Fig. 1: signal metal coverage by tile
Bar = 100 µm. The die is cut into 39 by 39 equal tiles; dark blue is low, red is high, scaled to the fullest tile. Values are wire area over tile area, all layers added.
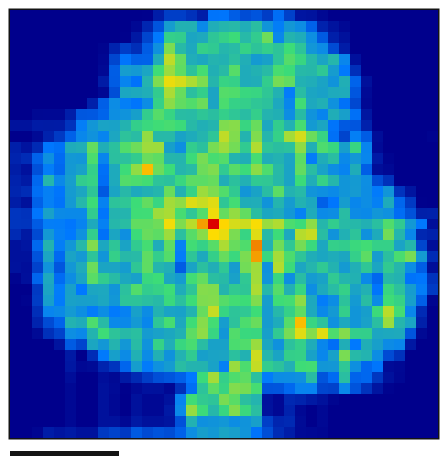
Fig. 2: routed metal, one colour a layer
Bar = 100 µm.
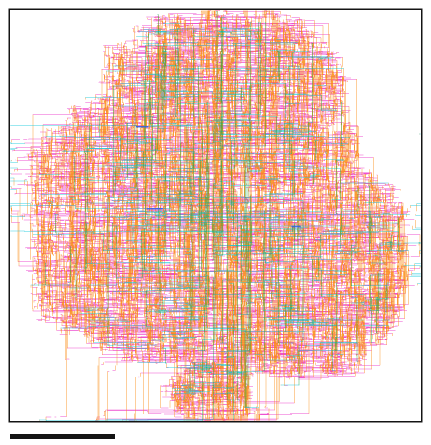
Fig. 3: cell classes on the final placement
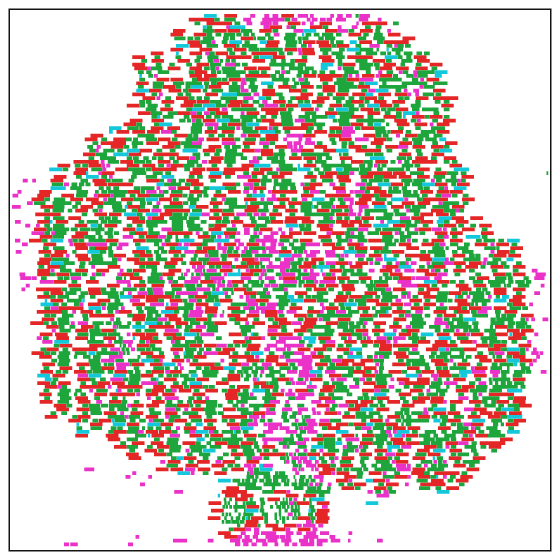
Fig. 4: sequential cells coloured by netlist name
Bar = 100 µm. Other cells in grey.
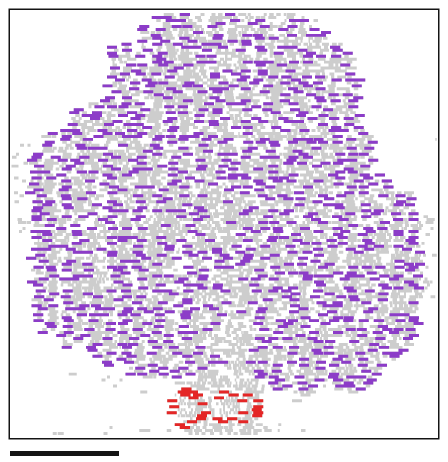
Fig. 5: routing congestion map
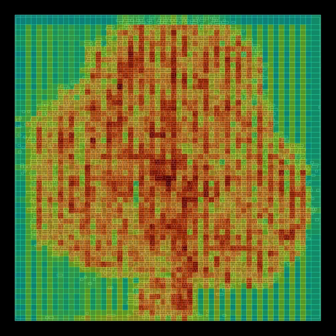
--- config.mk ---
export PLATFORM = sky130hd
export DESIGN_NAME = regs_file_np
export DESIGN_NICKNAME = d
export VERILOG_FILES = /design/src/rtl/regs_pkg.sv /design/src/rtl/reg_scoreboard.sv /design/src/rtl/regs_file_np.sv
export SDC_FILE = /design/constraint.sdc
export NUM_CORES = 2
export LEC_CHECK = 0
export CAP_MARGIN = 25
export CORE_UTILIZATION = 37
export DETAILED_ROUTE_END_ITERATION = 8
export SYNTH_ARGS = -nofsm -noshare
export SYNTH_HDL_FRONTEND = slang
export SYNTH_HIERARCHICAL = 1
export SYNTH_SLANG_ARGS = --single-unit
--- constraint.sdc ---
create_clock -name clk -period 3.4 [get_ports clk]
set_clock_uncertainty 0.1 [all_clocks]
set_input_delay 0.68 -clock clk [delete_from_list [all_inputs] [get_ports clk]]
set_output_delay 0.68 -clock clk [all_outputs]
set_load 0.02 [all_outputs]
--- src/rtl/regs_pkg.sv ---
// Shared constants and word types for the parametrised register file.
// Default geometry matches the original 8x32 file's 32-bit word and the CPU's 32 GPRs.
package regs_pkg;

    localparam int DATA_W_DEF = 32;
    localparam int DEPTH_DEF  = 32;
    localparam int ADDR_W_DEF = $clog2(DEPTH_DEF);

    localparam int ZERO_REG = 0;

    typedef logic [ADDR_W_DEF-1:0] reg_addr_t;
    typedef logic [DATA_W_DEF-1:0] reg_data_t;

endpackage

--- src/rtl/reg_scoreboard.sv ---
// Per-register pending-write scoreboard: issue sets, write-back clears, set wins on a tie.
// Bit for the zero register never sets.
module reg_scoreboard
    import regs_pkg::*;
#(
    parameter  int DEPTH  = DEPTH_DEF,
    localparam int ADDR_W = $clog2(DEPTH)
) (
    input  logic              clk,
    input  logic              cr,
    input  logic              issue,
    input  logic [ADDR_W-1:0] addr_i,
    input  logic              we,
    input  logic [ADDR_W-1:0] addr_w,
    input  logic [ADDR_W-1:0] addr_a,
    input  logic [ADDR_W-1:0] addr_b,
    output logic [DEPTH-1:0]  busy_vec,
    output logic              busy_a,
    output logic              busy_b
);

    logic [DEPTH-1:0] busy_q;
    logic [DEPTH-1:0] busy_nxt;

    // Clear first, then set, so a retiring write and a new issue to the same
    // register leave the newer write pending.
    always_comb begin
        busy_nxt = busy_q;
        for (int i = 1; i < DEPTH; i++) begin
            if (we && (addr_w == ADDR_W'(i))) begin
                busy_nxt[i] = 1'b0;
            end
            if (issue && (addr_i == ADDR_W'(i))) begin
                busy_nxt[i] = 1'b1;
            end
        end
        busy_nxt[ZERO_REG] = 1'b0;
    end

    always_ff @(posedge clk or negedge cr) begin
        if (!cr) begin
            busy_q <= '0;
        end else begin
            busy_q <= busy_nxt;
        end
    end

    assign busy_vec = busy_q;
    assign busy_a   = busy_q[addr_a];
    assign busy_b   = busy_q[addr_b];

endmodule

--- src/rtl/regs_file_np.sv ---
// Parametrised 2-read/1-write register file with hardwired zero register and scoreboard.
// Optional write-to-read forwarding is enabled by defining REGS_FILE_BYPASS_EN.
module regs_file_np
    import regs_pkg::*;
#(
    parameter  int DATA_W = DATA_W_DEF,
    parameter  int DEPTH  = DEPTH_DEF,
    localparam int ADDR_W = $clog2(DEPTH)
) (
    input  logic              clk,
    input  logic              cr,
    input  logic              WE,
    input  logic [ADDR_W-1:0] Addr_W,
    input  logic [DATA_W-1:0] Di,
    input  logic [ADDR_W-1:0] Addr_A,
    input  logic [ADDR_W-1:0] Addr_B,
    output logic [DATA_W-1:0] QA,
    output logic [DATA_W-1:0] QB,
    input  logic              Issue,
    input  logic [ADDR_W-1:0] Addr_I,
    output logic              Busy_A,
    output logic              Busy_B,
    output logic [DEPTH-1:0]  Busy_vec
);

    localparam logic [ADDR_W-1:0] ZERO_ADDR = ADDR_W'(ZERO_REG);

    logic [DATA_W-1:0] mem [DEPTH];
    logic [DATA_W-1:0] stored_a;
    logic [DATA_W-1:0] stored_b;
    logic              sb_busy_a;
    logic              sb_busy_b;
    logic              wr_en;

    assign wr_en = WE && (Addr_W != ZERO_ADDR);

    always_ff @(posedge clk or negedge cr) begin
        if (!cr) begin
            for (int i = 0; i < DEPTH; i++) begin
                mem[i] <= '0;
            end
        end else if (wr_en) begin
            mem[Addr_W] <= Di;
        end
    end

    assign stored_a = (Addr_A == ZERO_ADDR) ? '0 : mem[Addr_A];
    assign stored_b = (Addr_B == ZERO_ADDR) ? '0 : mem[Addr_B];

    reg_scoreboard #(
        .DEPTH (DEPTH)
    ) u_scoreboard (
        .clk      (clk),
        .cr       (cr),
        .issue    (Issue),
        .addr_i   (Addr_I),
        .we       (WE),
        .addr_w   (Addr_W),
        .addr_a   (Addr_A),
        .addr_b   (Addr_B),
        .busy_vec (Busy_vec),
        .busy_a   (sb_busy_a),
        .busy_b   (sb_busy_b)
    );

`ifdef REGS_FILE_BYPASS_EN
    logic byp_a;
    logic byp_b;

    assign byp_a = wr_en && (Addr_W == Addr_A);
    assign byp_b = wr_en && (Addr_W == Addr_B);

    assign QA = byp_a ? Di : stored_a;
    assign QB = byp_b ? Di : stored_b;

    // A retiring write clears busy early, but a same-cycle re-issue is not
    // forwarded, so the register then shows its flop state.
    assign Busy_A = (byp_a && !(Issue && (Addr_I == Addr_A))) ? 1'b0 : sb_busy_a;
    assign Busy_B = (byp_b && !(Issue && (Addr_I == Addr_B))) ? 1'b0 : sb_busy_b;
`else
    assign QA     = stored_a;
    assign QB     = stored_b;
    assign Busy_A = sb_busy_a;
    assign Busy_B = sb_busy_b;
`endif

endmodule

==> impl_metrics.ini <==
; physical design summary
[status]
outcome = finished, violations left
violations = setup timing

[synthesis]
ys_async_sr_fraction_pct = 100
syn-num-nets = 3925
synth_warnings = 6
ys_seq_share_pct = 47.0
top_cells_by_area = dfrtp_1 47%, mux2_2 21%, mux4_2 16%
largest_area_cell = dfrtp_1
top_area_share_pct = 47.0
synth_area_per_cell_um2 = 14.5
synth_cell_types = 49
ys_sh_adder_pct = 0
ys_area_um2 = 56200
xor_share_pct = 0
ys_sh_simple_pct = 2.48
synth.logic.top_family = multiplexers
aoi_share_pct = 5.11
edf_count = 0
netlist_instances = 3869

[critical_path]
endpoint_kind = primary output
arrival_ns = 2.77
startpoint = Addr_B[1]
cp.depth = 8
cpMaxStageDelayCell = mux4_2
r2r_start = mem[385]
worst-setup-path-type = in -> out
endpoint = QB[29]
required_ns = 2.62
regToRegEndpoint = mem[385]
slowest_delay_ns = 0.59
r2r_slack_ns = 2.39

[die]
rows = 142
die_h_um = 392
ioPinCount = 154
fp_util_pct = 37.4

[cts]
clk_latency_ns = 0.75
cts_tree = yes
post_cts_buffers = 143
clock-root-buffer = clkbuf_16
htreeDepth = 3

[power_and_ir_drop]
seqPwrFrac_pct = 41.7
swShare_pct = 28.4
maxPowerGroup = registers
clkPwrFrac_pct = 33.6
powerComb_mw = 9.95
peakVddDrop_uv = 429
p_switching_mw = 11.5
pg_seq_mw = 16.8
p_per_area_nw_per_um2 = 553
internal-power_mw = 28.9
p_total_mw = 40.4
p_leak_nw = 31.5

[final_layout]
n_clock_buffer = 176
seq_share_pct = 36.2
inv_count = 3
clockNetworkAreaShare_pct = 5.64
nNetsFinal = 4421
comb_cells = 2374
regMostFlops = mem
fillers = 12800
logic_area_um2 = 30300
largestClassByArea = logic gates
drive_gt1_share_pct = 59.2
final_cells = 6483
largest_reg_flops = 1024
register_area_um2 = 26400
buf_share_pct = 13.2
comb_share_pct = 41.5
buffers = 814

[sta]
setup_viol = 29
hold_slack_ns = 0.299
rsz0062_at_grt = true
maxSlewViolCount = 0
fmax_mhz = 282
slew-limit-headroom_pct = 28.1
finalCritPeriodShare_pct = 104
worst_slack_ns = -0.149

[grt]
grt_pass1_wl_mm = 298
use_met1_pct = 35.8
first_global_vias = 40700
grt-busiest-layer = met2
grt_start_max_net_pins = 113
antenna_found_initial = 12

[drt]
via_per_inst = 6.08
post-route-drc-count = 0
met1_length_mm = 84.4
topRoutingLayerUsed = met5
met3WireLength_mm = 14.9
ant_nets = 0

[placement]
pre_cts_ws_ns = -1.22
numPortBuffers = 152
dp.cells = 6091
gp_congestion = 0.883

[worst_hold_path]
hold_class = reg -> reg
min_to = mem[1015]

[flow_run]
drv_cap = 0
Back to the opening pictures, Fig. 1:
tiles over half the peak	15%
mean over tiles	0.22
fullest tile	0.79
densest ninth of the die	centre
nearly empty tiles	23%
routed wire length: 205 mm
Total Routing Usage GR: 26.8%
post-DR wirelength/cell: 31.6 µm
via count: 39400

Back to the opening pictures, Fig. 2:
colour	layer	wire length
green	M4	9980 µm
blue	M5	31.3 µm
magenta	M1	84.4 mm
cyan	M3	14900 µm
orange	M2	95.3 mm

Back to the opening pictures, Fig. 3:
colour	class	cells	share of their area
magenta	remaining buffers and delay cells	814	14%
green	remaining logic cells	2377	43%
cyan	clock drivers and dummy loads	215	5.8%
red	registers	1055	37%
post-layout util: 48.6%
total core area: 150000 µm²
Final Instance Area: 73000 µm²

Back to the opening pictures, Fig. 4:
colour	signal	placed flops	where
red	u_scoreboard/busy_vec	31	south
purple	mem	1024	widely spread

Back to the opening pictures, Fig. 5:
M3 GR Usage: 5.02%
met2 usage: 42.2%

